<file path="src/rtl/regfile_write_arbiter.sv">
// Round-robin arbiter sharing the register file write port
// among NREQ writeback requesters; outputs registered on rising edge.
module regfile_write_arbiter #(
  parameter int WIDTH = 32,
  parameter int NREQ  = 3,
  parameter int AW    = 5
) (
  input  logic                  clk,
  input  logic                  rst_n,
  input  logic [NREQ-1:0]       req,
  input  logic [NREQ*AW-1:0]    req_addr,
  input  logic [NREQ*WIDTH-1:0] req_data,
  input  logic                  stall,
  output logic [NREQ-1:0]       gnt,
  output logic                  wr_en,
  output logic [AW-1:0]         wr_addr,
  output logic [WIDTH-1:0]      wr_data,
  output logic [15:0]           write_count,
  output logic [7:0]            drop_count
);

  localparam int PW = (NREQ > 1) ? $clog2(NREQ) : 1;
  localparam logic [NREQ-1:0] ONE = NREQ'(1);

  logic [PW-1:0]    rrPtr;
  logic [PW-1:0]    win;
  logic [PW-1:0]    nextPtr;
  logic             found;
  logic [NREQ-1:0]  elig;
  logic [AW-1:0]    winAddr;
  logic [WIDTH-1:0] winData;
  logic             addrZero;
  int               idx;

  // A requester granted last cycle is masked so a held req is not rewritten.
  assign elig = req & ~gnt;

  always_comb begin
    found = 1'b0;
    win   = '0;
    idx   = 0;
    for (int k = 0; k < NREQ; k++) begin
      idx = int'(rrPtr) + k;
      if (idx >= NREQ) idx = idx - NREQ;
      if (!found && elig[idx]) begin
        found = 1'b1;
        win   = PW'(idx);
      end
    end
  end

  assign winAddr  = req_addr[int'(win)*AW +: AW];
  assign winData  = req_data[int'(win)*WIDTH +: WIDTH];
  assign addrZero = (winAddr == '0);
  assign nextPtr  = (win == PW'(NREQ - 1)) ? '0 : win + 1'b1;

  always_ff @(posedge clk or negedge rst_n) begin
    if (!rst_n) begin
      gnt         <= '0;
      wr_en       <= 1'b0;
      wr_addr     <= '0;
      wr_data     <= '0;
      write_count <= '0;
      drop_count  <= '0;
      rrPtr       <= '0;
    end else if (!stall && found) begin
      gnt     <= ONE << win;
      wr_addr <= winAddr;
      wr_data <= winData;
      wr_en   <= !addrZero;
      rrPtr   <= nextPtr;
      if (addrZero) begin
        if (drop_count != 8'hFF) drop_count <= drop_count + 8'd1;
      end else begin
        write_count <= write_count + 16'd1;
      end
    end else begin
      gnt   <= '0;
      wr_en <= 1'b0;
    end
  end

endmodule

</file>
<file path="config.mk">
export PLATFORM = sky130hd
export DESIGN_NAME = regfile_write_arbiter
export DESIGN_NICKNAME = d
export VERILOG_FILES = /design/src/rtl/regfile_write_arbiter.sv
export SDC_FILE = /design/constraint.sdc
export NUM_CORES = 1
export LEC_CHECK = 0
export CAP_MARGIN = 15
export CORE_AREA = 5 5 103 105
export DETAILED_ROUTE_END_ITERATION = 8
export DIE_AREA = 0 0 108 110
export PLACE_DENSITY_LB_ADDON = 0.25
export SYNTH_ARGS = -nofsm -noshare
export SYNTH_HDL_FRONTEND = slang
export SYNTH_SLANG_ARGS = --single-unit
</file>
<file path="constraint.sdc">
create_clock -name clk -period 3.4 [get_ports clk]
set_clock_uncertainty 0.05 [all_clocks]
set_input_delay 0.34 -clock clk [delete_from_list [all_inputs] [get_ports clk]]
set_output_delay 0.34 -clock clk [all_outputs]
set_load 0.01 [all_outputs]
</file>
==> results_slide.txt, run 1 <==
Implementation Results

Clock network
  • Clock tree buffer depth: 2
  • Post-cts sizing count: 0
  • # Post-CTS Setup Buffers: 0
  • CTS tree: built
  • Hold buffers post-CTS: 1

Routing
  • Routed wire length: 11110 um
  • WL met1: 4367 um
  • Routed wl met2: 5549 um
  • Met3 Wirelength: 997 um
  • DRC: 0
  • DR pass1 iterations: 4
  • Avg WL per Cell: 15.45 um
  • DR top layer: met4

Job
  • Maximum Capacitance Violations: 0
  • Tool warnings: 28

Global route
  • Global-route wire length before repair: 18060 um
  • Vias in the first global route: 3774
  • Met2 Use GR: 0.3353
  • Gr usage total: 0.1924
  • Met1 Track Usage GR: 0.2221

STA
  • Final Slew Violations: 0
  • Worst-Margin Slew: 0.6045 ns
  • Final Hold Vio Count: 0
  • RSZ-0062 raised after global routing: no
  • Final setup viols: 0
  • Fmax: 312.8 MHz
  • Slew headroom: 0.5970
  • Post-layout worst setup margin: 0.2032 ns

Layout
  • Top logic cells by instance count in the layout: clkdlybuf4s50_1, dfrtp_1, nand2_1
  • Logic inverters: 6
  • Fin cells: 719
  • Share of layout cells above drive strength 1: 0.07509
  • Fin nets: 703
  • Register Area: 0.001677 mm^2
  • Clk cell area share: 0.03041
  • Clock buf count: 10
  • Comb. cell area: 0.001953 mm^2
  • Top reg by flops: wr_data
  • Regs by FF count: wr_data (32), write_count (16), drop_count (8)

Logic synthesis
  • Mean Syn Cell Area: 9.141 um^2
  • Area leader share: 0.4485
  • Fa+ha+maj area frac: 0.01673
  • Ys cells: 409
  • Commonest cells post-synth: dfrtp_1, nand2_1, nor2_1, a21oi_1, o21ai_0
  • Cell count after synthesis: 409
  • Biggest area cells: dfrtp_1, mux2i_1, a21oi_1
  • Library cells used by synthesis: 49
  • Most frequent cell after synthesis: dfrtp_1

Placed design
  • Placed Cells: 702
  • Place WS: 0.04918 ns
  • Gpl congestion: 0.7982
  • PortBufs: 181
  • Dpl hpwl: 8747 um
  • DP Area: 0.005672 mm^2

Outcome
  • Status: finished clean

Critical path
  • CP endpoint: write_count[1]$_DFFE_PN0P_
  • Crit. Startpoint: rrPtr[0]$_DFFE_PN0P_
  • RR Endpoint: write_count[1]$_DFFE_PN0P_
  • WS Path Type: reg2reg
  • Slowest cell on the critical path: ha_1
  • Worst Path Max Fanout: 22
  • CP startpoint kind: flip-flop
  • Delay-heaviest family, CP: AND-OR/OR-AND gates

Pwr
  • Comb. pwr: 2.55 mW
  • Logic pwr share: 0.569
  • Sw Ratio: 0.4110
  • VDD IR max: 0.3939 mV
  • PwrDens: 762.1 mW/mm^2
  • Clock power frac: 0.132
  • Internal power: 2.641 mW

Die
  • Die width: 108 um
  • Chip Area: 0.01188 mm^2
  • Cell Rows: 36
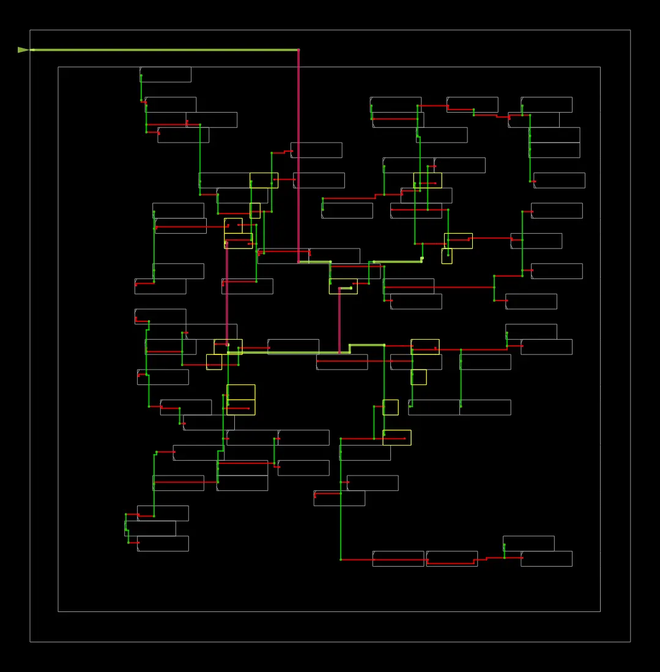
*Clock routing, run 1*
clk sink count: 67
Clock group: 0.592 mW
Latency at later pin: 0.33 ns

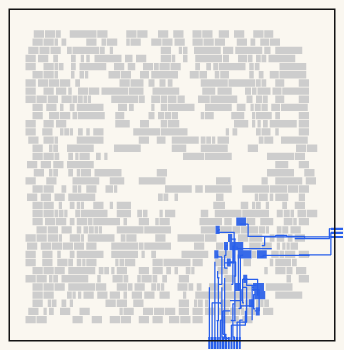
*Wires at chosen ports, followed through buffers, run 1*
Scale: 3 px per um.
legend:
  blue:
    port: req_addr
    bits: 15
    direction: input
    edge: 12 bottom, 3 right
    end_cells: 16
    wire: 500 um

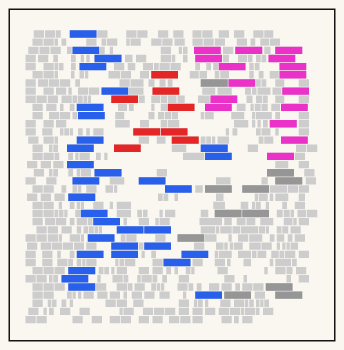
*Sequential cells colored by netlist name, run 1*
Scale: 3 px per um. Other sequential cells in the stronger gray, the rest of the logic in the fainter gray.
legend:
  red:
    name_in_the_netlist: drop_count
    flops: 8
  blue:
    name_in_the_netlist: wr_data
    flops: 32
  magenta:
    name_in_the_netlist: write_count
    flops: 16
    where: upper right
not colored: 11

==> run 2: changes to the inputs <==
- TNS_END_PERCENT: unset -> 30
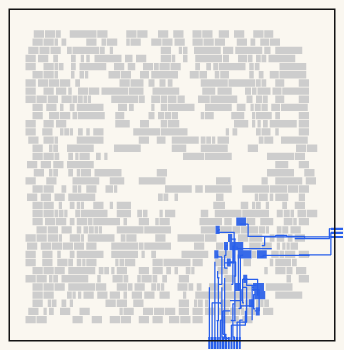
*Wires at chosen ports, followed through buffers, run 2*
Scale: 3 px per um.
legend:
  blue:
    port: req_addr
    bits: 15
    direction: input
    edge: 12 bottom, 3 right
    end_cells: 16
    wire: 500 um

==> results_slide.txt, run 2 <==
Implementation Results

Outcome
  • Status: finished clean

Clock network
  • CTS tree: built
  • # Post-CTS Setup Buffers: 0 (unchanged)
  • Hold buffers post-CTS: 1 (unchanged)
  • Clk sink count: 67 (unchanged)
  • Post-cts sizing count: 0 (unchanged)
  • Clock tree buffer depth: 2 (unchanged)

Logic synthesis
  • Commonest cells post-synth: dfrtp_1, nand2_1, nor2_1, a21oi_1, o21ai_0
  • Mean Syn Cell Area: 9.141 um^2 (unchanged)
  • Fa+ha+maj area frac: 0.01673 (unchanged)
  • Cell count after synthesis: 409 (unchanged)
  • Biggest area cells: dfrtp_1, mux2i_1, a21oi_1

Placed design
  • Gpl congestion: 0.7982 (unchanged)
  • Placed Cells: 702 (unchanged)
  • PortBufs: 181 (unchanged)
  • DP Area: 0.005672 mm^2 (unchanged)

Job
  • Tool warnings: 28 (unchanged)

Layout
  • Logic inverters: 6 (unchanged)
  • Top reg by flops: wr_data
  • Register Area: 0.001677 mm^2 (unchanged)
  • Fin cells: 719 (unchanged)

Critical path
  • CP endpoint: write_count[1]$_DFFE_PN0P_
  • RR Endpoint: write_count[1]$_DFFE_PN0P_
  • CP startpoint kind: flip-flop
  • WS Path Type: reg2reg
  • Worst Path Max Fanout: 22 (unchanged)
  • Delay-heaviest family, CP: AND-OR/OR-AND gates

STA
  • Final setup viols: 0 (unchanged)
  • Slew headroom: 0.5970 (unchanged)
  • Post-layout worst setup margin: 0.2032 ns (unchanged)
  • RSZ-0062 raised after global routing: no
  • Final Slew Violations: 0 (unchanged)
  • Fmax: 312.8 MHz (unchanged)

Die
  • Chip Area: 0.01188 mm^2 (unchanged)
  • Cell Rows: 36 (unchanged)

Routing
  • DR top layer: met4
  • DR pass1 iterations: 4 (unchanged)
  • Met3 Wirelength: 997 um (unchanged)

Pwr
  • Comb. pwr: 2.55 mW (about the same)
  • Sw Ratio: 0.4110 (unchanged)
  • VDD IR max: 0.3939 mV (unchanged)

Global route
  • Met2 Use GR: 0.3353 (unchanged)
  • Global-route wire length before repair: 18060 um (unchanged)
  • Vias in the first global route: 3774 (unchanged)
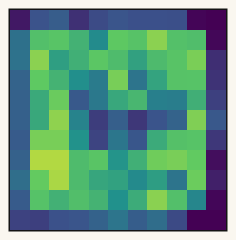
*Cell area per tile, run 2*
Scale: 2 px per um. The die is cut into 11 by 11 equal tiles; dark purple is low, yellow is high, 0 to 100% covered.
nearly empty tiles: 5.0%
mean over tiles: 48%
fullest tile: 88%

==> run 3: changes to the inputs <==
- CTS_CLUSTER_DIAMETER: unset -> 40
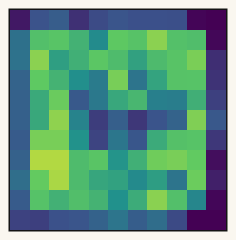
*Cell area per tile, run 3*
Scale: 2 px per um. The die is cut into 11 by 11 equal tiles; dark purple is low, yellow is high, 0 to 100% covered.
mean over tiles: 48%
nearly empty tiles: 5.0%
fullest tile: 88%
tiles over 75% full: 16%

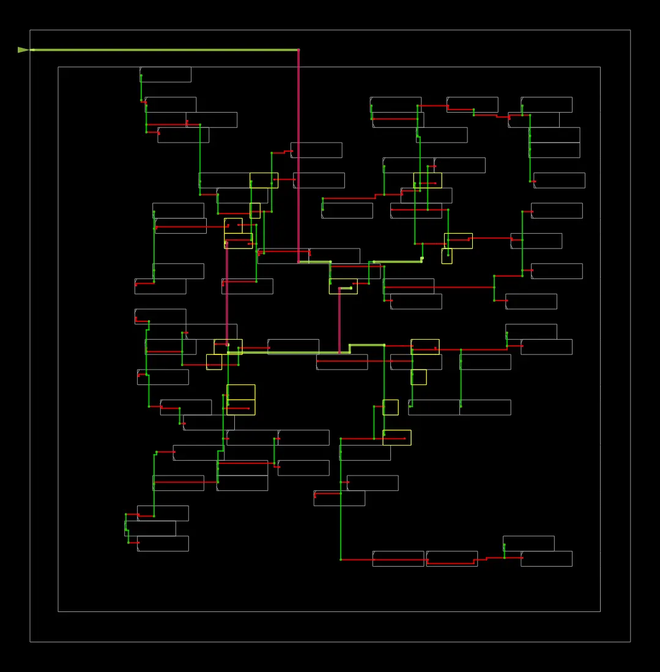
*Clock routing, run 3*
clock buf count: 10
flop count: 67
CTS Buf Count: 9

==> results_slide.txt, run 3 <==
Implementation Results

Placed design
  • Placed Cells: 702 (unchanged)
  • PortBufs: 181 (unchanged)
  • DP Area: 0.005672 mm^2 (unchanged)
  • Gpl congestion: 0.7982 (unchanged)

Clock network
  • CTS Root Cell: clkbuf_8
  • Post-cts sizing count: 0 (unchanged)
  • Clk sink count: 67 (unchanged)
  • Clock tree buffer depth: 2 (unchanged)
  • Hold buffers post-CTS: 1 (unchanged)
  • # Post-CTS Setup Buffers: 0 (unchanged)

STA
  • RSZ-0062 raised after global routing: no
  • Fmax: 312.8 MHz (unchanged)
  • Final Hold Vio Count: 0
  • Slew headroom: 0.5970 (unchanged)
  • Final setup viols: 0 (unchanged)
  • Post-layout worst setup margin: 0.2032 ns (unchanged)

Die
  • Cell Rows: 36 (unchanged)
  • Core area: 0.009549 mm^2
  • Chip Area: 0.01188 mm^2 (unchanged)
  • Initial core utilization: 0.3915
  • Die width: 108 um

Critical path
  • WS Path Type: reg2reg
  • CP Depth: 11
  • CP startpoint kind: flip-flop
  • Delay-heaviest family, CP: AND-OR/OR-AND gates
  • CP endpoint: write_count[1]$_DFFE_PN0P_
  • R2r worst-path depth: 11
  • Slowest cell on the critical path: ha_1
  • RR Endpoint: write_count[1]$_DFFE_PN0P_
  • Worst Path Max Fanout: 22 (unchanged)

Routing
  • Met3 Wirelength: 997 um (unchanged)
  • Avg WL per Cell: 15.45 um
  • DR top layer: met4
  • DR pass1 iterations: 4 (unchanged)

Global route
  • GRT met3 Usage: 0.06989
  • Global-route wire length before repair: 18060 um (unchanged)
  • Vias in the first global route: 3774 (unchanged)

Logic synthesis
  • Area leader share: 0.4485
  • Biggest area cells: dfrtp_1, mux2i_1, a21oi_1
  • Post-Syn Nets: 531
  • Fa+ha+maj area frac: 0.01673 (unchanged)
  • Synth Area in Simple Gates: 0.1844
  • Commonest cells post-synth: dfrtp_1, nand2_1, nor2_1, a21oi_1, o21ai_0
  • Mean Syn Cell Area: 9.141 um^2 (unchanged)
  • Cell count after synthesis: 409 (unchanged)

Layout
  • Logic inverters: 6 (unchanged)
  • Fin cells: 719 (unchanged)
  • Register Area: 0.001677 mm^2 (unchanged)
  • Clk cell area share: 0.03041
  • Top reg by flops: wr_data
  • Comb. cell area: 0.001953 mm^2

Pwr
  • VDD IR max: 0.3939 mV (unchanged)
  • Sw Ratio: 0.4110 (unchanged)
  • Comb. pwr: 2.55 mW (about the same)

Outcome
  • Status: finished clean

Job
  • Tool warnings: 28 (unchanged)
Power figures rest on the tool's default switching activity, not on a simulated workload.
